### config.mk
export PLATFORM = sky130hd
export DESIGN_NAME = sound_arbiter
export DESIGN_NICKNAME = d
export VERILOG_FILES = /design/src/rtl/sound_arbiter.sv
export SDC_FILE = /design/constraint.sdc
export NUM_CORES = 1
export LEC_CHECK = 0
export CAP_MARGIN = 30
export CORE_ASPECT_RATIO = 0.6
export CORE_UTILIZATION = 50
export DETAILED_ROUTE_END_ITERATION = 12
export PLACE_DENSITY = 0.67
export SLEW_MARGIN = 20
export SYNTH_ARGS = -nofsm -noshare
export SYNTH_HDL_FRONTEND = slang
export SYNTH_SLANG_ARGS = --single-unit
### constraint.sdc
create_clock -name clk_0 -period 5.61 [get_ports clk_0]
set_input_delay 1.122 -clock clk_0 [delete_from_list [all_inputs] [get_ports clk_0]]
set_output_delay 1.122 -clock clk_0 [all_outputs]
set_load 0.01 [all_outputs]
### src/rtl/sound_arbiter.sv
// Fixed-priority, preemptive arbiter for the piezo tone: wall, paddle, score, game-over jingle.
// Latency: event pulse in cycle N -> busy/tone at N+1; events are latched as pending, never back-pressured.
module sound_arbiter #(
    parameter int WALL_HALF   = 55_697,
    parameter int PADDLE_HALF = 26_223,
    parameter int SCORE_HALF  = 51_378,
    parameter int GO_HALF0    = 32_111,
    parameter int GO_HALF1    = 42_813,
    parameter int GO_HALF2    = 64_222,
    parameter int TONE_DUR    = 1_258_750,
    parameter int GO_DUR      = 5_035_000,
    parameter int GAP_DUR     = 251_750
) (
    input  logic       clk_0,
    input  logic       rst,
    input  logic       i_evt_wall,
    input  logic       i_evt_paddle,
    input  logic       i_evt_score,
    input  logic       i_evt_gameover,
    input  logic       i_flush,
    input  logic       i_mute,
    output logic       o_tone,
    output logic       o_busy,
    output logic [1:0] o_active_id,
    output logic [1:0] o_note_idx
);

    function automatic int max_of(input int a, input int b);
        return (a > b) ? a : b;
    endfunction

    localparam int MAX_P = max_of(max_of(max_of(WALL_HALF, PADDLE_HALF), max_of(SCORE_HALF, GO_HALF0)),
                                  max_of(max_of(GO_HALF1, GO_HALF2), max_of(max_of(TONE_DUR, GO_DUR), GAP_DUR)));
    localparam int CW = $clog2(MAX_P) + 1;

    typedef enum logic [1:0] {S_IDLE, S_PLAY, S_GAP} state_t;

    state_t          r_state, w_state_nxt;
    logic [3:0]      r_pending, w_pending_nxt, w_req, w_evt, w_clr_mask;
    logic [1:0]      r_active_id, w_active_nxt, r_note_idx, w_note_nxt, w_top;
    logic            r_tone, w_tone_nxt, w_preempt, w_grant;
    logic [CW-1:0]   r_half_cnt, w_half_nxt, r_dur_cnt, w_dur_nxt, w_half_lim, w_dur_lim;

    assign w_evt = {i_evt_gameover, i_evt_score, i_evt_paddle, i_evt_wall};
    assign w_req = r_pending | w_evt;

    always_comb begin
        w_top = 2'd0;
        if (w_req[3])      w_top = 2'd3;
        else if (w_req[2]) w_top = 2'd2;
        else if (w_req[1]) w_top = 2'd1;
    end

    // Granting score/gameover also drops the lower-priority sounds that are now stale.
    always_comb begin
        case (w_top)
            2'd3:    w_clr_mask = 4'b1111;
            2'd2:    w_clr_mask = 4'b0111;
            2'd1:    w_clr_mask = 4'b0010;
            default: w_clr_mask = 4'b0001;
        endcase
    end

    always_comb begin
        case (r_active_id)
            2'd0:    w_half_lim = CW'(WALL_HALF - 1);
            2'd1:    w_half_lim = CW'(PADDLE_HALF - 1);
            2'd2:    w_half_lim = CW'(SCORE_HALF - 1);
            default: begin
                case (r_note_idx)
                    2'd0:    w_half_lim = CW'(GO_HALF0 - 1);
                    2'd1:    w_half_lim = CW'(GO_HALF1 - 1);
                    default: w_half_lim = CW'(GO_HALF2 - 1);
                endcase
            end
        endcase
    end

    assign w_dur_lim = (r_active_id == 2'd3) ? CW'(GO_DUR - 1) : CW'(TONE_DUR - 1);
    assign w_preempt = (r_state != S_IDLE) &&
                       (((r_active_id <= 2'd1) && (w_req[3] || w_req[2])) ||
                        ((r_active_id == 2'd2) && w_req[3]));
    assign w_grant   = ((r_state == S_IDLE) && (|w_req)) || w_preempt;

    always_comb begin
        w_state_nxt   = r_state;
        w_pending_nxt = w_req;
        w_active_nxt  = r_active_id;
        w_note_nxt    = r_note_idx;
        w_tone_nxt    = r_tone;
        w_half_nxt    = r_half_cnt;
        w_dur_nxt     = r_dur_cnt;
        if (i_flush) begin
            w_state_nxt   = S_IDLE;
            w_pending_nxt = 4'b0000;
            w_active_nxt  = 2'd0;
            w_note_nxt    = 2'd0;
            w_tone_nxt    = 1'b0;
            w_half_nxt    = '0;
            w_dur_nxt     = '0;
        end else if (w_grant) begin
            w_state_nxt   = S_PLAY;
            w_pending_nxt = w_req & ~w_clr_mask;
            w_active_nxt  = w_top;
            w_note_nxt    = 2'd0;
            w_tone_nxt    = 1'b1;
            w_half_nxt    = '0;
            w_dur_nxt     = '0;
        end else begin
            case (r_state)
                S_PLAY: begin
                    if (r_dur_cnt == w_dur_lim) begin
                        w_state_nxt = S_GAP;
                        w_tone_nxt  = 1'b0;
                        w_half_nxt  = '0;
                        w_dur_nxt   = '0;
                    end else begin
                        w_dur_nxt = r_dur_cnt + 1'b1;
                        if (r_half_cnt == w_half_lim) begin
                            w_half_nxt = '0;
                            w_tone_nxt = ~r_tone;
                        end else begin
                            w_half_nxt = r_half_cnt + 1'b1;
                        end
                    end
                end
                S_GAP: begin
                    if (r_dur_cnt == CW'(GAP_DUR - 1)) begin
                        w_dur_nxt = '0;
                        if ((r_active_id == 2'd3) && (r_note_idx != 2'd2)) begin
                            w_state_nxt = S_PLAY;
                            w_note_nxt  = r_note_idx + 2'd1;
                            w_tone_nxt  = 1'b1;
                            w_half_nxt  = '0;
                        end else begin
                            w_state_nxt  = S_IDLE;
                            w_active_nxt = 2'd0;
                            w_note_nxt   = 2'd0;
                        end
                    end else begin
                        w_dur_nxt = r_dur_cnt + 1'b1;
                    end
                end
                default: ;
            endcase
        end
    end

    always_ff @(posedge clk_0 or negedge rst) begin
        if (!rst) begin
            r_state     <= S_IDLE;
            r_pending   <= 4'b0000;
            r_active_id <= 2'd0;
            r_note_idx  <= 2'd0;
            r_tone      <= 1'b0;
            r_half_cnt  <= '0;
            r_dur_cnt   <= '0;
        end else begin
            r_state     <= w_state_nxt;
            r_pending   <= w_pending_nxt;
            r_active_id <= w_active_nxt;
            r_note_idx  <= w_note_nxt;
            r_tone      <= w_tone_nxt;
            r_half_cnt  <= w_half_nxt;
            r_dur_cnt   <= w_dur_nxt;
        end
    end

    // Mute gates only the pin; all timing keeps running underneath.
    assign o_tone      = r_tone & ~i_mute;
    assign o_busy      = (r_state != S_IDLE);
    assign o_active_id = r_active_id;
    assign o_note_idx  = r_note_idx;

endmodule
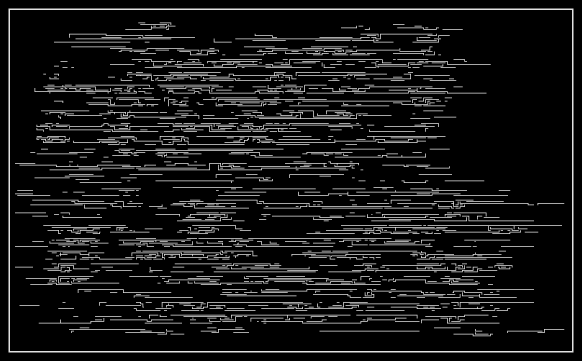
(run_1/met1.png)
main direction: horizontal
nets with wire on the layer: 445
final WL: 10420 µm
Vias: 3649
M1 GR Usage: 40.91%

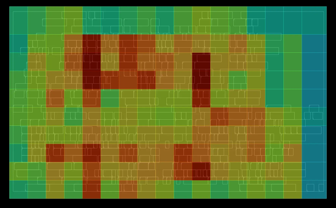
(run_1/final_congestion.png)
routed wire length per instance: 18.24 µm
met3 Use GR: 6.875%
most used routing layer: met1
met2 Resource Use GR: 33.78%

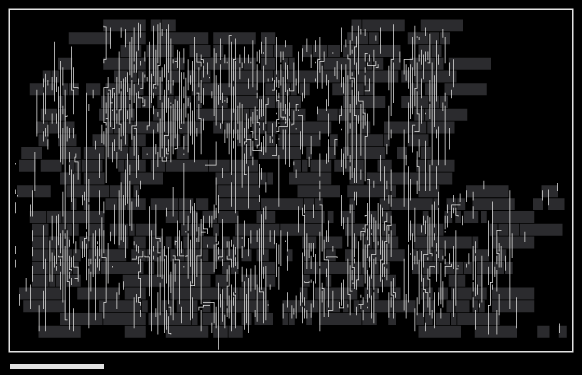
(run_1/met2.png)
The bar under the picture is 20 µm long. Cells faint in the background.
main direction: vertical
longest straight run: 32.3 µm
wire length on this layer: 4070 µm

==> GITHUB_STEP_SUMMARY, run 1 <==
### Metrics collected by this job

| Metric | Value |
|---|---|
| Ys Warns | `0` |
| Post-synth top area cell | `dfrtp_1` |
| Internal power | `0.0009001 W` |
| Final setup viols | `0` |
| Flop pwr share | `37.1%` |
| Rel. slew slack | `46.63%` |
| CP Launch Type | `input pin` |
| Max Cap Viol | `0` |
| Die height | `72.64 µm` |
| Hold WC Path Type | `reg -> reg` |
| Total clock sinks | `59` |
| Critical path class | `in -> reg` |
| Final net count | `482` |
| Power Total | `0.001207 W` |
| Via/cell ratio | `6.391` |
| Seq/Total Area, Yosys | `35.51%` |
| Power density over cell area | `259.0 nW/µm²` |
| Crit-path cells | `clkdlybuf4s50_1, o41ai_1, a32o_1, nand2_1, nor3_4, buf_4, nand3b_4, o41ai_1` |
| Row Count | `25` |
| Outcome | `finished, final reports clean` |
| CTS root buffer | `clkbuf_16` |
| Post-detail-place hpwl | `7118 µm` |
| WP data required | `5.81 ns` |
| Total grt overflow | `0` |
| Post-DRT Antenna Nets | `0` |
| Crit. End Element | `flop` |
| PostCTS Resize Cnt | `0` |
| Placer Congestion | `0.8358` |
| Vias in the first global route | `3188` |
| Critical Path AT | `4.19 ns` |
| Final Hold Fails | `0` |
| H-Tree Depth | `3` |
| Yosys cell count | `454` |
| Tot GR Track Use | `25.79%` |
| Floorplan Utilization | `52.13%` |
| Dpl cell area | `4319 µm²` |
| Setup TNS | `0 ns` |
| OpenROAD warnings | `37` |
| Cells after Synth | `454` |
| Clock-pin slew on the worst setup and hold paths | `0.05 ns` |
| Yosys chip area | `4158 µm²` |
| Synth Net Count | `478` |
| Max FO, Critical Path | `24` |
| First-pass GRT wire length | `17160 µm` |
| Clock buffers created by TritonCTS | `9` |
-- run 1: metrics by stage --
stage / instances / setup WS [ns] / utilization, %
finish: 571 / 1.625 / 58.40
global route: 571 / 1.399 / 58.40
CTS: 569 / 1.711 / 58.27
detailed placement: 553 / 1.368 / 54.15
global placement: 553 / 1.520 / 54.09
floorplan: 454 / 2.659 / -
-- run 1: worst paths after layout --
| kind | from | endpoint | slack (ns) | cells past startpoint |
|---|---|---|---|---|
| min | r_half_cnt[23]$_DFFE_PN0P_ | r_half_cnt[23]$_DFFE_PN0P_ | 0.52 | 1 |
| min in group asynchronous | rst | r_dur_cnt[23]$_DFFE_PN0P_ | 0.94 | 2 |
| max in group asynchronous | rst | r_pending[2]$_DFF_PN0_ | 4.16 | 2 |
| min reg2reg | r_half_cnt[23]$_DFFE_PN0P_ | r_half_cnt[23]$_DFFE_PN0P_ | 0.52 | 1 |
| max reg2reg | o_active_id[1]$_DFFE_PN0P_ | r_half_cnt[22]$_DFFE_PN0P_ | 2.29 | 9 |
| max | i_evt_paddle | r_half_cnt[22]$_DFFE_PN0P_ | 1.63 | 8 |
-- run 1: layout make-up --
class                   instances  area (µm²)
repair buffers                 19       165.2
well taps                     108       135.1
clock inverters                 4       72.57
multi-input cells             350        2481
inverters                      19       71.32
flip-flops and latches         59        1476
clock buffers                  12       256.5
fillers                       699        3318
-- run 1: cell usage in the layout, fill, tap and decap left out, types with 6 or more instances in the layout --
master / count
xor2_1: 6
o21ai_0: 10
nor3_1: 10
nor4_1: 10
nand4_1: 16
o31ai_2: 10
and2_1: 14
clkdlybuf4s50_1: 12
a32oi_1: 8
xnor2_1: 16
or3_1: 6
a32oi_2: 6
nand3_1: 19
ha_1: 16
nand2_1: 35
nand2b_1: 6
inv_1: 19
a31oi_1: 10
a21oi_1: 10
o31ai_1: 9
nor2_1: 41
dfrtp_1: 59
clkbuf_16: 9
-- run 1: cell families (layout without fill, tap and decap cells) --
kind of cell	Yosys count	after routing	share of synthesized area [%]
AOI/OAI and AO/OA	110	110	22.60
buffers and inverters	45	54	4.935
DFF	59	59	35.51
muxes	4	4	1.023
adders and majority gates	16	16	4.815
and+or+nand+nor	198	198	26.48
xor gates and xnor gates	22	22	4.634
-- run 1: power groups by stage --
stage / combinational (W) / clock (W) / sequential, W
6_report: 0.000151 / 0.000608 / 0.000447
5_1_grt: 0.000166 / 0.000635 / 0.000449
4_1_cts: 0.000150 / 0.000616 / 0.000447
3_5_place_dp: 0.000148 / 0 / 0.000454
3_3_place_gp: 0.000146 / 0 / 0.000454
2_1_floorplan: 0.000104 / 0 / 0.000451
-- run 1: registers in the layout, indices dropped and copies added, names as in the netlist --
name and count:
r_dur_cnt 24, r_half_cnt 24, r_pending 4, o_active_id 2
o_note_idx 2, r_state 2, r_tone 1
-- run 1: worst max-delay path: cells and delay by family --
family | cells | cell delay [ns]
compound gates | 3 | 1.39
buf+inv | 2 | 0.77
simple gates | 3 | 0.88
-- run 1: layer usage --
metal	global-route usage [%]	part of all wire, %	vias up
li1	-	-	1724
met1	40.91	50	1741
met2	33.78	39	175
met3	6.875	10	9
met4	6.111	0.67	0
met5	0	0	-
--- run 2 (diff from run 1) ---
Clock period 5.61 ns to 4.1 ns, I/O delays scaled along.
==> run 2 against run 1 <==
- power up 34%
- non-clock buffer count rose by 2
- core utilization hardly changed
- via count grew 1.2%
- first-iteration DRC count down 26%
- die size did not move
- global-route usage rose by 0.38 points
- clock skew about the same
- clock power grew 32%
- worst setup slack lost 0.93 ns
- critical path type unchanged
==> GITHUB_STEP_SUMMARY, run 2 <==
### Metrics collected by this job

| Metric | Value |
|---|---|
| Routed wire length per instance | `18.11 µm (-0.72%)` |
| Clock-pin slew on the worst setup and hold paths | `0.05 ns (about the same)` |
| Most common cell after layout, fill and taps aside | `dfrtp_1` |
| Reg2Reg Setup Slack | `1.11 ns (-1.18 ns)` |
| Crit. End Element | `flop` |
| Placed Instances | `557 (+0.72%)` |
| Post-synth top area cell | `dfrtp_1` |
| Final setup viols | `0 (unchanged)` |
| Total clock sinks | `59 (unchanged)` |
| Placer Congestion | `0.8488 (+1.6%)` |
| Yosys chip area | `4158 µm² (unchanged)` |
| Largest regs | `r_dur_cnt (24), r_half_cnt (24), r_pending (4)` |
| Worst r2r path cells | `8 (-1)` |
| Flop pwr share | `37.7% (+0.6 points)` |
| Hold WC Path Type | `in -> async` |
| Critical path class | `in -> reg` |
| Via/cell ratio | `6.442 (+0.80%)` |
| H-Tree Depth | `3 (unchanged)` |
| PostCTS Resize Cnt | `0 (unchanged)` |
| CP Launch Type | `input pin` |
| Rel. slew slack | `44.72% (-1.9 points)` |
| Ys Warns | `0 (unchanged)` |
| First-pass GRT wire length | `17660 µm (+2.9%)` |
| Max FO, Critical Path | `24 (unchanged)` |
| CTS root buffer | `clkbuf_16` |
| Row Count | `25 (unchanged)` |
| R2r startpoint | `o_active_id[1]$_DFFE_PN0P_` |
| Clock buffers created by TritonCTS | `9 (unchanged)` |
| Filler cell count | `691 (-1.1%)` |
| Final WS setup | `0.6992 ns (-0.9263 ns)` |
| Die height | `72.64 µm (unchanged)` |
| Tot GR Track Use | `26.17% (+0.38 points)` |
| Max Cap Viol | `0 (unchanged)` |
| WP data required | `4.31 ns (-1.50 ns)` |
| Floorplan Utilization | `52.13% (unchanged)` |
| Power density over cell area | `347.9 nW/µm² (+34%)` |
| Post-detail-place hpwl | `7368 µm (+3.5%)` |
| Vias in the first global route | `3434 (+7.7%)` |
| Post-DRT Antenna Nets | `0 (unchanged)` |
| Final cell count without fillers | `573 (+0.35%)` |
| Final Hold Fails | `0 (unchanged)` |
| Outcome | `finished, final reports clean` |
| R2R Path End | `r_half_cnt[6]$_DFFE_PN0P_` |
| Most frequent cells in the layout | `dfrtp_1, nor2_1, nand2_1` |
| Critical Path AT | `3.61 ns (-0.58 ns)` |
| Internal power | `0.001199 W (+33%)` |
| DP Worst Slack | `0.4253 ns (-0.9431 ns)` |
| Seq/Total Area, Yosys | `35.51% (unchanged)` |
| OpenROAD warnings | `37 (unchanged)` |
| Synth Net Count | `478 (unchanged)` |
| Yosys cell count | `454 (unchanged)` |
| Area of the core | `7976 µm²` |
-- run 2: cell counts after synthesis --
No cell type changed its count.
-- run 2: cell type report --
class / instances / area, µm² / share of cell area (%)
multi-input cells: 350 / 2476 / 53.20
well taps: 108 / 135.1 / 2.903
flip-flops and latches: 59 / 1476 / 31.72
inverters: 19 / 71.32 / 1.532
clock buffers: 11 / 232.7 / 5.000
repair buffers: 21 / 185.2 / 3.979
clock inverters: 5 / 77.57 / 1.667
-- run 2: per-layer routing --
| layer | GRT usage [%] | share of wire, % |
|---|---|---|
| met1 | 42.30 | 52 |
| met2 | 33.78 | 38 |
| met3 | 5.469 | 8.4 |
| met4 | 7.778 | 1.3 |
| met5 | 0 | 0 |
-- run 2: worst max-delay path, delay by kind of cell --
kind                   cells  cell delay (ns)
AOI/OAI and AO/OA          2             0.82
buffers and inverters      1             0.45
and+or+nand+nor            4             1.51
-- run 2: how the worst max path moves through the flow --
| stage | start | to | depth (start not counted) |
|---|---|---|---|
| after floorplan | o_active_id[1]$_DFFE_PN0P_ | r_half_cnt[5]$_DFFE_PN0P_ | 10 |
| after global placement | i_evt_score | r_half_cnt[22]$_DFFE_PN0P_ | 7 |
| after detailed placement | i_evt_score | r_half_cnt[6]$_DFFE_PN0P_ | 7 |
| after CTS | i_evt_score | r_half_cnt[6]$_DFFE_PN0P_ | 7 |
| after global routing | i_evt_score | r_half_cnt[20]$_DFFE_PN0P_ | 7 |
| final | i_evt_score | r_half_cnt[6]$_DFFE_PN0P_ | 7 |
-- run 2: cells by family after synthesis --
group / synth area share [%]
adder cells (fa/ha/maj): 4.815
XOR/XNOR: 4.634
AND-OR/OR-AND: 22.60
flip-flops: 35.51
AND/OR/NAND/NOR: 26.48
buffers and inverters: 4.935
multiplexers: 1.023
-- run 2: metrics by stage --
stage | util [%] | power [W]
floorplan | - | 0.0007593
global placement | 54.46 | 0.0008226
detailed placement | 54.46 | 0.0008253
CTS | 58.35 | 0.001630
global route | 58.35 | 0.001683
finish | 58.35 | 0.001619
-- run 2: power by group through the flow --
stage / combinational [W] / sequential (W) / clock, W
5_1_grt: 0.000232 / 0.000613 / 0.000838
3_3_place_gp: 0.000202 / 0.000620 / 0
4_1_cts: 0.000207 / 0.000611 / 0.000813
2_1_floorplan: 0.000143 / 0.000617 / 0
6_report: 0.000207 / 0.000611 / 0.000801
3_5_place_dp: 0.000204 / 0.000621 / 0
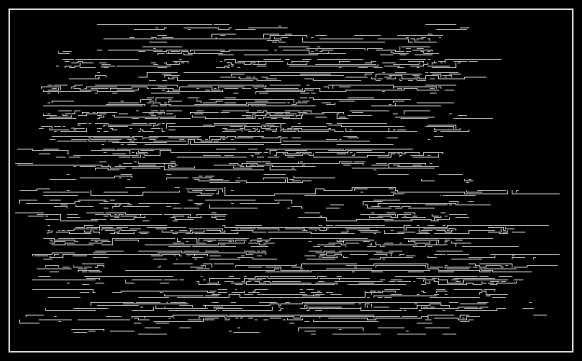
(run_2/met1.png)
wire length on this layer: 5390 µm
share of all routed wire: 52%
nets with wire on the layer: 438
main direction: horizontal
longest straight run: 40.5 µm
M1 GR Usage: 42.30%
final WL: 10380 µm

--- run 3 (diff from run 2) ---
Clock period 4.1 ns to 3.3 ns, I/O delays scaled along.
==> run 3 against run 2 <==
- clock skew is essentially flat
- worst setup slack got worse by 0.47 ns
- register-to-register slack got worse by 0.88 ns
- critical endpoint is now r_half_cnt[14]$_DFFE_PN0P_
- largest cell class unchanged
- clock power up 7.9%
- count of clock-buffer cells in the layout is 1 higher
- synthesized cell count did not move
- global-route usage grew 0.72 points
==> GITHUB_STEP_SUMMARY, run 3 <==
### Metrics collected by this job

| Metric | Value |
|---|---|
| Cell area leaders | `dfrtp_1, ha_1, nor2_1, xnor2_1, nand2_1` |
| CTS Hold Buffers Added | `0` |
| Row Count | `25 (unchanged)` |
| Critical Path AT | `3.27 ns (-0.34 ns)` |
| Final WS setup | `0.2304 ns (-0.4688 ns)` |
| Largest net degree at the start of global routing | `60` |
| Dominant register cell | `dfrtp_1` |
| Final setup viols | `0 (unchanged)` |
| Psw | `0.0005238 W` |
| CTS root buffer | `clkbuf_16` |
| Yosys cell count | `454 (unchanged)` |
| Bufs on Longest Clock Path | `2` |
| Cells after Synth | `454` |
| Post-synth top area cell | `dfrtp_1` |
| CP Launch Type | `flop` |
| Mapped Area | `4158 µm²` |
| Rel. slew slack | `43.07% (-1.7 points)` |
| Clock buffers created by TritonCTS | `9 (unchanged)` |
| Die height | `72.64 µm (unchanged)` |
| Setup TNS | `0 ns` |
| Cell depth of the worst setup path | `9 (+2)` |
| Tot GR Track Use | `26.89% (+0.72 points)` |
| Period utilization | `93.02%` |
| Leakage | `1.731 nW` |
| Crit-path cells | `inv_1, ha_1, or3_1, a211o_1, a221oi_1, nand4_1, nand3b_4, buf_4, o31ai_2` |
| Post-DRT Antenna Nets | `0 (unchanged)` |
| Most common cell after layout, fill and taps aside | `dfrtp_1` |
| Final Max Tran Viols | `0` |
| Total grt overflow | `0` |
| Dpl cell area | `4404 µm²` |
| OpenROAD warnings | `37 (unchanged)` |
| Comb power frac | `14.1%` |
| PostCTS Resize Cnt | `0 (unchanged)` |
| Floorplan Utilization | `52.13% (unchanged)` |
| Worst-margin pin slew | `0.8462 ns` |
| Synth top cell by count | `dfrtp_1` |
| Total clock sinks | `59 (unchanged)` |
| DP Worst Slack | `0.1030 ns (-0.3223 ns)` |
| Critical path class | `reg -> reg` |
| Residual DRC count | `0` |
| Final net count | `492` |
| Fraction of registers with async set or reset after synthesis | `100.0%` |
| Flop pwr share | `40.2% (+2.5 points)` |
| Worst r2r path cells | `9 (+1)` |
| Area leader share | `35.51%` |
| Initial antenna violation count | `1` |
| Ys Warns | `0 (unchanged)` |
| Final core occ | `58.64% (+0.28 points)` |
| Synth Net Count | `478 (unchanged)` |
| TritonCTS clock tree | `done` |
| H-Tree Depth | `3 (unchanged)` |
| Sw Share | `27.72%` |
| Power density over cell area | `404.0 nW/µm² (+16%)` |
| Vias in the first global route | `3421 (-0.38%)` |
| WP data required | `3.50 ns (-0.81 ns)` |
| Seq/Total Area, Yosys | `35.51% (unchanged)` |
| First-pass GRT wire length | `17950 µm (+1.6%)` |
| Avg Inst Size Synth | `9.158 µm²` |
| Final Hold Fails | `0 (unchanged)` |
| Max Cap Viol | `0 (unchanged)` |
| Most frequent cells in the layout | `dfrtp_1, nor2_1, nand2_1` |
| Internal power | `0.001366 W (+14%)` |
| Crit. End Element | `flop` |
| Area of the core | `7976 µm² (unchanged)` |
| Largest regs | `r_dur_cnt (24), r_half_cnt (24), r_pending (4)` |
| Critical path buffer and inverter count | `2 (+1)` |
| Outcome | `finished, final reports clean` |
| Hold WC Path Type | `in -> async` |
| Routed wire length per instance | `18.23 µm (+0.68%)` |
| Placer Congestion | `0.8389 (-1.2%)` |
| Power Total | `0.001890 W (+17%)` |
| Yosys chip area | `4158 µm² (unchanged)` |
| Number of enable flip-flop cells | `0` |
| CP delay by family, top | `simple AND/OR/NAND/NOR gates` |
| Input/output buffers | `13` |
| Die area | `8696 µm²` |
| Max FO, Critical Path | `19 (-21%)` |
| Via/cell ratio | `6.317 (-1.9%)` |
| Clock-pin slew on the worst setup and hold paths | `0.05 ns (about the same)` |
| Post-detail-place hpwl | `7467 µm (+1.3%)` |
| Clock share of power | `45.7%` |
| RSZ-0062 raised after global routing | `no` |
| Setup Skew | `0.007139 ns` |
| Share of layout cells above drive strength 1 | `13.53%` |
==> run 3: worst paths after layout <==
check                                           start                          to  slack, ns
max                        o_active_id[1]$_DFFE_PN0P_  r_half_cnt[14]$_DFFE_PN0P_       0.23
min                                               rst   r_dur_cnt[18]$_DFFE_PN0P_       0.48
max reg2reg                o_active_id[1]$_DFFE_PN0P_  r_half_cnt[14]$_DFFE_PN0P_       0.23
min reg2reg                r_half_cnt[23]$_DFFE_PN0P_  r_half_cnt[23]$_DFFE_PN0P_       0.52
max in group asynchronous                         rst   o_note_idx[0]$_DFFE_PN0P_       2.30
min in group clk_0         r_half_cnt[23]$_DFFE_PN0P_  r_half_cnt[23]$_DFFE_PN0P_       0.52
==> run 3: metrics by stage <==
| stage | cells | hold slack [ns] |
|---|---|---|
| floorplan | 454 | 0.3644 |
| global placement | 565 | 0.5174 |
| detailed placement | 565 | 0.5083 |
| CTS | 581 | 0.5187 |
| global route | 581 | 0.5655 |
| finish | 581 | 0.4845 |
==> run 3: logic make-up after synthesis <==
family	share of synthesized area, %
fa+ha+maj	4.815
simple gates	26.48
buf+inv	4.935
xor+xnor	4.634
compound gates	22.60
mux	1.023
flops	35.51
==> run 3: power groups by stage <==
| stage | registers (W) | logic, W | clock network [W] |
|---|---|---|---|
| final | 0.000759 | 0.000266 | 0.000864 |
| after floorplan | 0.000766 | 0.000177 | 0 |
| after CTS | 0.000758 | 0.000265 | 0.000874 |
| after detailed placement | 0.000771 | 0.000261 | 0 |
| after global placement | 0.000769 | 0.000260 | 0 |
| after global routing | 0.000761 | 0.000294 | 0.000911 |
==> run 3: cell type report <==
cell class                      instances  area [µm²]
Fill cell                             708        3299
Multi-Input combinational cell        350        2476
Sequential cell                        59        1476
Clock buffer                           12       246.5
Timing Repair Buffer                   29       245.2
Tap cell                              108       135.1
Inverter                               19       71.32
Clock inverter                          4       26.28
==> run 3: worst register-to-register path: stages, from the launching register on <==
cell and delay, ns:
dfrtp_1 0.51, inv_1 0.11, ha_1 0.28, or3_1 0.39, a211o_1 0.30, a221oi_1 0.29, nand4_1 0.37, nand3b_4 0.39
buf_4 0.22, o31ai_2 0.07
==> run 3: metal layers <==
metal / vias to the layer above / part of all wire [%] / wire, µm / global-route usage [%]
li1: 1744 / - / - / -
met1: 1768 / 52 / 5533 / 41.90
met2: 150 / 39 / 4129 / 35.00
met3: 6 / 8.2 / 867 / 8.750
met4: 2 / 0.46 / 49 / 6.389
met5: - / 0.11 / 12 / 0
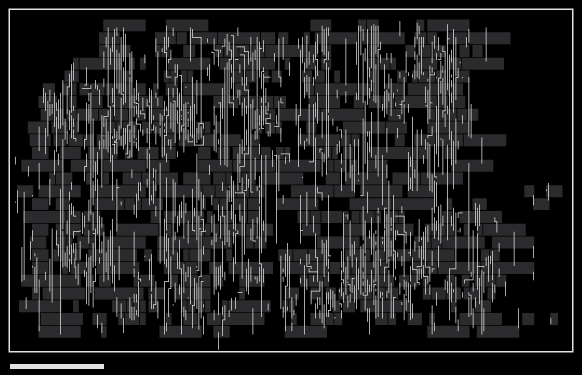
(run_3/met2.png)
The bar under the picture is 20 µm long. Cells faint in the background.
wire length on this layer: 4130 µm
longest straight run: 30.9 µm
main direction: vertical
final WL: 10590 µm
Vias: 3670
met2 Resource Use GR: 35.00%

Power and IR drop assume default switching activity.
